### config.mk
export PLATFORM = sky130hd
export DESIGN_NAME = uart_core_p
export DESIGN_NICKNAME = d
export VERILOG_FILES = /design/src/rtl/uart_core_p.sv
export SDC_FILE = /design/constraint.sdc
export NUM_CORES = 1
export LEC_CHECK = 0
export CORE_ASPECT_RATIO = 0.7
export CORE_MARGIN = 8
export CORE_UTILIZATION = 40
export CTS_CLUSTER_DIAMETER = 200
export DETAILED_ROUTE_END_ITERATION = 12
export PLACE_DENSITY = 0.53
export SLEW_MARGIN = 20
export SYNTH_ARGS = -nofsm -noshare
export SYNTH_HDL_FRONTEND = slang
export SYNTH_SLANG_ARGS = --single-unit
export TNS_END_PERCENT = 1
### constraint.sdc
create_clock -name clk -period 10.65 [get_ports clk]
set_clock_uncertainty 0.15 [all_clocks]
set_input_delay 3.195 -clock clk [delete_from_list [all_inputs] [get_ports clk]]
set_output_delay 3.195 -clock clk [all_outputs]
set_load 0.02 [all_outputs]
### src/rtl/uart_core_p.sv
// uart_core_p: UART with runtime baud divisor, 5..8 data bits, optional parity,
// 1/2 stop bits, TX/RX FIFOs with per-word RX error flags, sticky overrun
// detection and RTS/CTS flow control.

// Synchronous FIFO, first-word fall-through, registered occupancy.
module uart_fifo #(
  parameter int W     = 8,
  parameter int DEPTH = 16,
  localparam int AW   = $clog2(DEPTH),
  localparam int LW   = AW + 1
) (
  input  logic          clk,
  input  logic          reset,
  input  logic          wr_en,
  input  logic [W-1:0]  wr_data,
  input  logic          rd_en,
  output logic [W-1:0]  rd_data,
  output logic          full,
  output logic          empty,
  output logic [LW-1:0] level
);
  logic [W-1:0]  mem [DEPTH];
  logic [AW-1:0] wr_ptr, rd_ptr;
  logic          do_wr, do_rd;

  assign full    = (level == LW'(DEPTH));
  assign empty   = (level == '0);
  assign do_rd   = rd_en && !empty;
  // A write at full still lands when the head leaves in the same cycle.
  assign do_wr   = wr_en && (!full || do_rd);
  assign rd_data = mem[rd_ptr];

  // Pointer and occupancy bookkeeping.
  // NOTE: sequential state uses <= so every flop samples pre-edge values.
  always_ff @(posedge clk or negedge reset) begin
    if (!reset) begin
      wr_ptr <= '0;
      rd_ptr <= '0;
      level  <= '0;
    end else begin
      if (do_wr) wr_ptr <= wr_ptr + AW'(1);
      if (do_rd) rd_ptr <= rd_ptr + AW'(1);
      if (do_wr && !do_rd)      level <= level + LW'(1);
      else if (do_rd && !do_wr) level <= level - LW'(1);
    end
  end

  // Storage array write port.
  // NOTE: the array is not reset; pointers and level define validity.
  always_ff @(posedge clk) begin
    if (do_wr) mem[wr_ptr] <= wr_data;
  end
endmodule

module uart_core_p #(
  parameter int DATA_BITS  = 8,
  parameter int FIFO_DEPTH = 16,
  parameter int DIV_W      = 16,
  parameter int RTS_MARGIN = 4,
  localparam int LW        = $clog2(FIFO_DEPTH) + 1
) (
  input  logic                 clk,
  input  logic                 reset,
  input  logic [DIV_W-1:0]     baud_div,
  input  logic                 parity_en,
  input  logic                 parity_odd,
  input  logic                 stop2,
  input  logic                 rx,
  output logic                 tx,
  input  logic                 cts_n,
  output logic                 rts_n,
  input  logic                 tx_wr_en,
  input  logic [DATA_BITS-1:0] tx_wr_data,
  output logic                 tx_full,
  output logic [LW-1:0]        tx_level,
  output logic                 tx_busy,
  input  logic                 rx_rd_en,
  output logic [DATA_BITS-1:0] rx_rd_data,
  output logic [1:0]           rx_rd_err,
  output logic                 rx_empty,
  output logic [LW-1:0]        rx_level,
  output logic                 overrun,
  input  logic                 overrun_clr
);
  typedef enum logic [2:0] {TX_IDLE, TX_START, TX_DATA, TX_PARITY, TX_STOP} tx_state_t;
  typedef enum logic [2:0] {RX_IDLE, RX_START, RX_DATA, RX_PARITY, RX_STOP, RX_BREAK} rx_state_t;
  localparam logic [2:0] LAST_BIT = 3'(DATA_BITS - 1);

  // ---------------- baud tick ----------------
  logic [DIV_W-1:0] baud_cnt;
  logic             tick;
  assign tick = (baud_cnt >= baud_div);

  // Oversample counter: one tick every baud_div+1 clocks.
  always_ff @(posedge clk or negedge reset) begin
    if (!reset)    baud_cnt <= '0;
    else if (tick) baud_cnt <= '0;
    else           baud_cnt <= baud_cnt + DIV_W'(1);
  end

  // ---------------- transmitter ----------------
  tx_state_t            tx_state, tx_state_d;
  logic [4:0]           tx_tcnt, tx_tcnt_d, tx_last;
  logic [2:0]           tx_bit, tx_bit_d;
  logic [DATA_BITS-1:0] tx_sh, tx_sh_d, tx_head;
  logic                 tx_par, tx_par_d, tx_pen, tx_pen_d, tx_st2, tx_st2_d;
  logic                 tx_pop, tx_empty, tx_d;

  uart_fifo #(.W(DATA_BITS), .DEPTH(FIFO_DEPTH)) u_tx_fifo (
    .clk(clk), .reset(reset), .wr_en(tx_wr_en), .wr_data(tx_wr_data),
    .rd_en(tx_pop), .rd_data(tx_head), .full(tx_full), .empty(tx_empty),
    .level(tx_level)
  );

  assign tx_last = (tx_state == TX_STOP && tx_st2) ? 5'd31 : 5'd15;
  assign tx_busy = (tx_state != TX_IDLE);

  // TX next-state: frame start on a tick, then 16 ticks per bit slot.
  // NOTE: every output of this block gets a default first, so no latches.
  always_comb begin
    tx_state_d = tx_state;
    tx_tcnt_d  = tx_tcnt;
    tx_bit_d   = tx_bit;
    tx_sh_d    = tx_sh;
    tx_par_d   = tx_par;
    tx_pen_d   = tx_pen;
    tx_st2_d   = tx_st2;
    tx_pop     = 1'b0;
    if (tick) begin
      if (tx_state == TX_IDLE) begin
        // Flow control and config are looked at only here, at frame start.
        if (!tx_empty && !cts_n) begin
          tx_pop     = 1'b1;
          tx_state_d = TX_START;
          tx_tcnt_d  = '0;
          tx_bit_d   = '0;
          tx_sh_d    = tx_head;
          tx_par_d   = (^tx_head) ^ parity_odd;
          tx_pen_d   = parity_en;
          tx_st2_d   = stop2;
        end
      end else if (tx_tcnt != tx_last) begin
        tx_tcnt_d = tx_tcnt + 5'd1;
      end else begin
        tx_tcnt_d = '0;
        case (tx_state)
          TX_START:  tx_state_d = TX_DATA;
          TX_DATA: begin
            if (tx_bit == LAST_BIT) begin
              tx_state_d = tx_pen ? TX_PARITY : TX_STOP;
            end else begin
              tx_bit_d = tx_bit + 3'd1;
              tx_sh_d  = tx_sh >> 1;
            end
          end
          TX_PARITY: tx_state_d = TX_STOP;
          default:   tx_state_d = TX_IDLE;
        endcase
      end
    end
    case (tx_state_d)
      TX_START:  tx_d = 1'b0;
      TX_DATA:   tx_d = tx_sh_d[0];
      TX_PARITY: tx_d = tx_par_d;
      default:   tx_d = 1'b1;
    endcase
  end

  // TX state register; the line itself is registered to keep the pad glitch-free.
  always_ff @(posedge clk or negedge reset) begin
    if (!reset) begin
      tx_state <= TX_IDLE;
      tx_tcnt  <= '0;
      tx_bit   <= '0;
      tx_sh    <= '0;
      tx_par   <= 1'b0;
      tx_pen   <= 1'b0;
      tx_st2   <= 1'b0;
      tx       <= 1'b1;
    end else begin
      tx_state <= tx_state_d;
      tx_tcnt  <= tx_tcnt_d;
      tx_bit   <= tx_bit_d;
      tx_sh    <= tx_sh_d;
      tx_par   <= tx_par_d;
      tx_pen   <= tx_pen_d;
      tx_st2   <= tx_st2_d;
      tx       <= tx_d;
    end
  end

  // ---------------- receiver ----------------
  rx_state_t            rx_state, rx_state_d;
  logic                 rx_s1, rx_s2;
  logic [3:0]           rx_tcnt, rx_tcnt_d;
  logic [2:0]           rx_bit, rx_bit_d;
  logic [DATA_BITS-1:0] rx_sh, rx_sh_d;
  logic                 rx_perr, rx_perr_d, rx_pen, rx_pen_d, rx_odd, rx_odd_d;
  logic                 rx_push, rx_full;
  logic [DATA_BITS+1:0] rx_head;

  // RX next-state: mid-bit sampling 16 ticks apart after a validated start.
  always_comb begin
    rx_state_d = rx_state;
    rx_tcnt_d  = rx_tcnt;
    rx_bit_d   = rx_bit;
    rx_sh_d    = rx_sh;
    rx_perr_d  = rx_perr;
    rx_pen_d   = rx_pen;
    rx_odd_d   = rx_odd;
    rx_push    = 1'b0;
    case (rx_state)
      RX_IDLE: if (tick && !rx_s2) begin
        rx_state_d = RX_START;
        rx_tcnt_d  = '0;
        rx_perr_d  = 1'b0;
        rx_pen_d   = parity_en;
        rx_odd_d   = parity_odd;
      end
      RX_START: if (tick) begin
        if (rx_tcnt == 4'd7) begin
          rx_tcnt_d  = '0;
          rx_bit_d   = '0;
          rx_state_d = rx_s2 ? RX_IDLE : RX_DATA;
        end else begin
          rx_tcnt_d = rx_tcnt + 4'd1;
        end
      end
      RX_DATA, RX_PARITY, RX_STOP: if (tick) begin
        rx_tcnt_d = rx_tcnt + 4'd1;
        if (rx_tcnt == 4'd15) begin
          if (rx_state == RX_DATA) begin
            rx_sh_d = {rx_s2, rx_sh[DATA_BITS-1:1]};
            if (rx_bit == LAST_BIT) rx_state_d = rx_pen ? RX_PARITY : RX_STOP;
            else                    rx_bit_d   = rx_bit + 3'd1;
          end else if (rx_state == RX_PARITY) begin
            rx_perr_d  = rx_s2 ^ (^rx_sh) ^ rx_odd;
            rx_state_d = RX_STOP;
          end else begin
            rx_push    = 1'b1;
            rx_state_d = rx_s2 ? RX_IDLE : RX_BREAK;
          end
        end
      end
      RX_BREAK: if (rx_s2) rx_state_d = RX_IDLE;
      default:  rx_state_d = RX_IDLE;
    endcase
  end

  // RX synchroniser and state register.
  always_ff @(posedge clk or negedge reset) begin
    if (!reset) begin
      rx_s1    <= 1'b1;
      rx_s2    <= 1'b1;
      rx_state <= RX_IDLE;
      rx_tcnt  <= '0;
      rx_bit   <= '0;
      rx_sh    <= '0;
      rx_perr  <= 1'b0;
      rx_pen   <= 1'b0;
      rx_odd   <= 1'b0;
    end else begin
      rx_s1    <= rx;
      rx_s2    <= rx_s1;
      rx_state <= rx_state_d;
      rx_tcnt  <= rx_tcnt_d;
      rx_bit   <= rx_bit_d;
      rx_sh    <= rx_sh_d;
      rx_perr  <= rx_perr_d;
      rx_pen   <= rx_pen_d;
      rx_odd   <= rx_odd_d;
    end
  end

  uart_fifo #(.W(DATA_BITS + 2), .DEPTH(FIFO_DEPTH)) u_rx_fifo (
    .clk(clk), .reset(reset), .wr_en(rx_push),
    .wr_data({!rx_s2, rx_perr, rx_sh}),
    .rd_en(rx_rd_en), .rd_data(rx_head), .full(rx_full), .empty(rx_empty),
    .level(rx_level)
  );
  assign rx_rd_err  = rx_head[DATA_BITS+1:DATA_BITS];
  assign rx_rd_data = rx_head[DATA_BITS-1:0];

  // Sticky overrun (set beats clear) and registered RTS from free space.
  always_ff @(posedge clk or negedge reset) begin
    if (!reset) begin
      overrun <= 1'b0;
      rts_n   <= 1'b0;
    end else begin
      if (rx_push && rx_full && !rx_rd_en) overrun <= 1'b1;
      else if (overrun_clr)                overrun <= 1'b0;
      rts_n <= ((LW'(FIFO_DEPTH) - rx_level) <= LW'(RTS_MARGIN));
    end
  end
endmodule

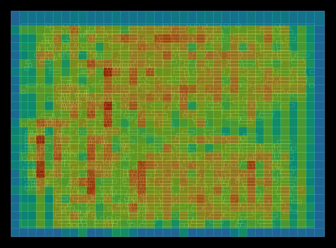
(images/congestion.png)
met1 usage: 23.3%
total track usage: 14.7%

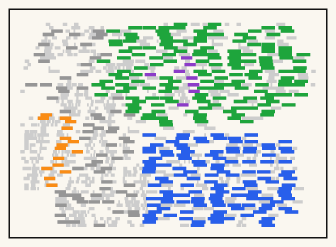
(images/flops_by_reg.png)
Other sequential cells in the stronger grey, the rest of the logic in the fainter grey.
name in the netlist	colour	flops
u_rx_fifo.mem	green	160
baud_cnt	orange	16
rx_sh	purple	8
u_tx_fifo.mem	blue	128
not coloured	66

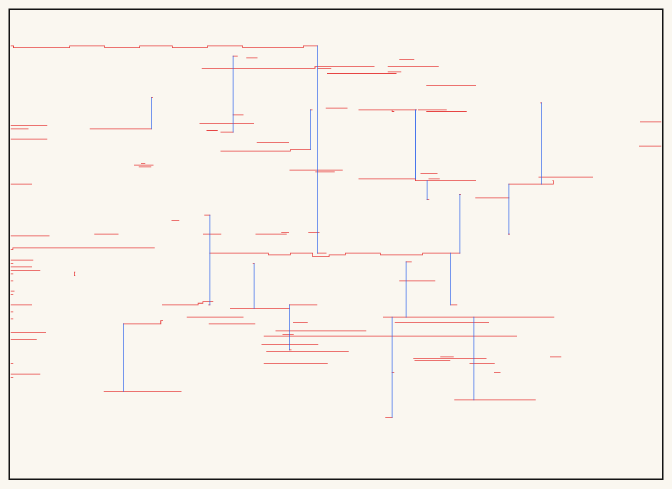
(images/wires.png)
Only two layers are drawn.
layer	colour	wire length
metal 4	blue	460 um
metal 3	red	1550 um
WL per Instance: 21.4 um
final WL: 34.6 mm
routed vias: 8593

==> out/results.ini <==
[sta]
timing.fmax_ghz=0.140
finalCriticalPeriod_ns=7.13
tightest_slew_ns=0.951
slew_violations=0
whs_ns=0.206
finalClockPeriodUsage_pct=67.0
setup_ws_ns=3.52
setup_viol=0
hold_viol_final=0
rsz0062_at_grt=no

[power_and_ir_drop]
leakagePower_nw=6.97

[layout]
final_cells=1616
synthToLayoutAreaGrowth_pct=14.5
comb_area_um2=4960
layout_top_cells_excl_fill_tap=288 x edfxtp_1, 84 x dfrtp_1, 61 x mux4_2, 58 x clkdlybuf4s50_1, 51 x nand2_1
fillers=3428
regArea_um2=10900
layout.cells.most_common=edfxtp_1
drive_gt1_share_pct=13.9
final_nets=1131
fin_util_pct=46.6

[grt]
antenna_found_initial=0
grt_pass1_vias=8764

[worst_hold_path]
hold_path_class=reg -> reg
min_path_cells=0
min_to=rx_s2$_DFF_PN1_

[setup_path]
worstSetupPathType=in -> reg
critPathRequiredTime_ns=10.90
crit_end=u_tx_fifo.level[4]$_DFFE_PN0P_
r2r.worst_path.cells=17
worstPathArrival_ns=7.38
crit_path_start_kind=input pin
path_max_fanout=42
reg2reg_to=u_tx_fifo.level[4]$_DFFE_PN0P_

[routing]
dr.first_iter.drc_count=634
drc_errors=0
drtPass1Iterations=4
detail-route-antenna-nets=0
vias_per_cell=5.32

[flow_run]
tool_warnings=33
max-cap-violations=0

[logic_synthesis]
top_cell=edfxtp_1
muxShareOfSynthArea_pct=12.9
yosys_cells=980
yosysWarnings=0
synthTopCellsByArea=edfxtp_1 53%, dfrtp_1 13%, mux4_2 8.5%, ha_1 3.3%, xnor2_1 2.0%
edf_count=288
postSynthAreaPerCell_um2=16.5
syn-cell-area_um2=16200
synthAoiAreaFrac_pct=5.08
fp_nets=1059
fa_ha_area_share_pct=3.56
topCombFamilyByArea=multiplexers
synthTopCellsByCount=288 x edfxtp_1, 87 x dfrtp_1, 61 x mux4_2
xor_area_share_pct=2.92
synthFlopType=edfxtp_1
largest_area_cell=edfxtp_1
numSynthFlops=378
synth_cells=980

[place]
preCtsSetupSlack_ns=3.01
place_area_um2=17400
place_hpwl_mm=21.5
gp_congestion=0.765

[die]
io_pins=60
die.size.y_um=184
core_um2=39800
chip_area_um2=47300

[status]
run_status=complete, no violations

[clock_network]
cts.path.max_buffers=3
cts_resized=0
cts.sinks=378
cts-root-buf=clkbuf_16
numCtsBuffers=40
tritoncts=done
hold_buffers=0
path_clk_slew_ns=0.06

[metal layers]
layer,routed length [um],track usage (%),vias up
li1,-,-,3946
met1,18200,23.3,4443
met2,14400,20.5,165
met3,1550,2.86,39
met4,460,3.25,0
met5,0,0,-
[layout make-up]
type,count,area share (%)
Timing Repair Buffer,68,3.53
Inverter,41,0.829
Multi-Input combinational cell,523,26.7
Sequential cell,378,58.7
Tap cell,535,3.60
Clock inverter,11,0.438
Clock buffer,60,6.12
[critical path, stage by stage]
cell and delay [ns]:
clkdlybuf4s50_1 0.45, inv_1 0.04, ha_1 0.33, a21o_1 0.19, a211oi_1 0.27, o211ai_1 0.15
a211o_1 0.31, buf_4 0.26, and2_1 0.36, o21ai_1 0.33, inv_2 0.14, ha_1 0.23
inv_1 0.14, ha_1 0.29, a21o_1 0.20, a21oi_1 0.17, xnor2_1 0.13, nor2_1 0.06
xnor2_1 0.12
[sequential cells by signal, summed over array words and instances (netlist names), 4 cells and up]
signal / count
u_tx_fifo.wr_ptr: 4
u_rx_fifo.wr_ptr: 4
rx_sh: 8
u_rx_fifo.level: 5
rx_tcnt: 4
tx_sh: 8
u_tx_fifo.level: 5
u_tx_fifo.rd_ptr: 4
baud_cnt: 16
u_rx_fifo.rd_ptr: 4
tx_tcnt: 5
u_rx_fifo.mem: 160
u_tx_fifo.mem: 128
[cells by family after synthesis]
group | after synthesis
simple gates | 192
buf+inv | 79
compound gates | 121
mux | 111
flops | 378
fa+ha+maj | 45
xor+xnor | 54
[power breakdown]
part | total, mW | switching [mW] | leakage [nW] | internal, mW
combinational | 0.617 | 0.326 | 2.34 | 0.292
clock | 1.31 | 0.551 | 0.594 | 0.761
sequential | 1.78 | 0.101 | 4.04 | 1.68
total | 3.71 | 0.977 | 6.97 | 2.74
Power and IR drop assume default switching activity.
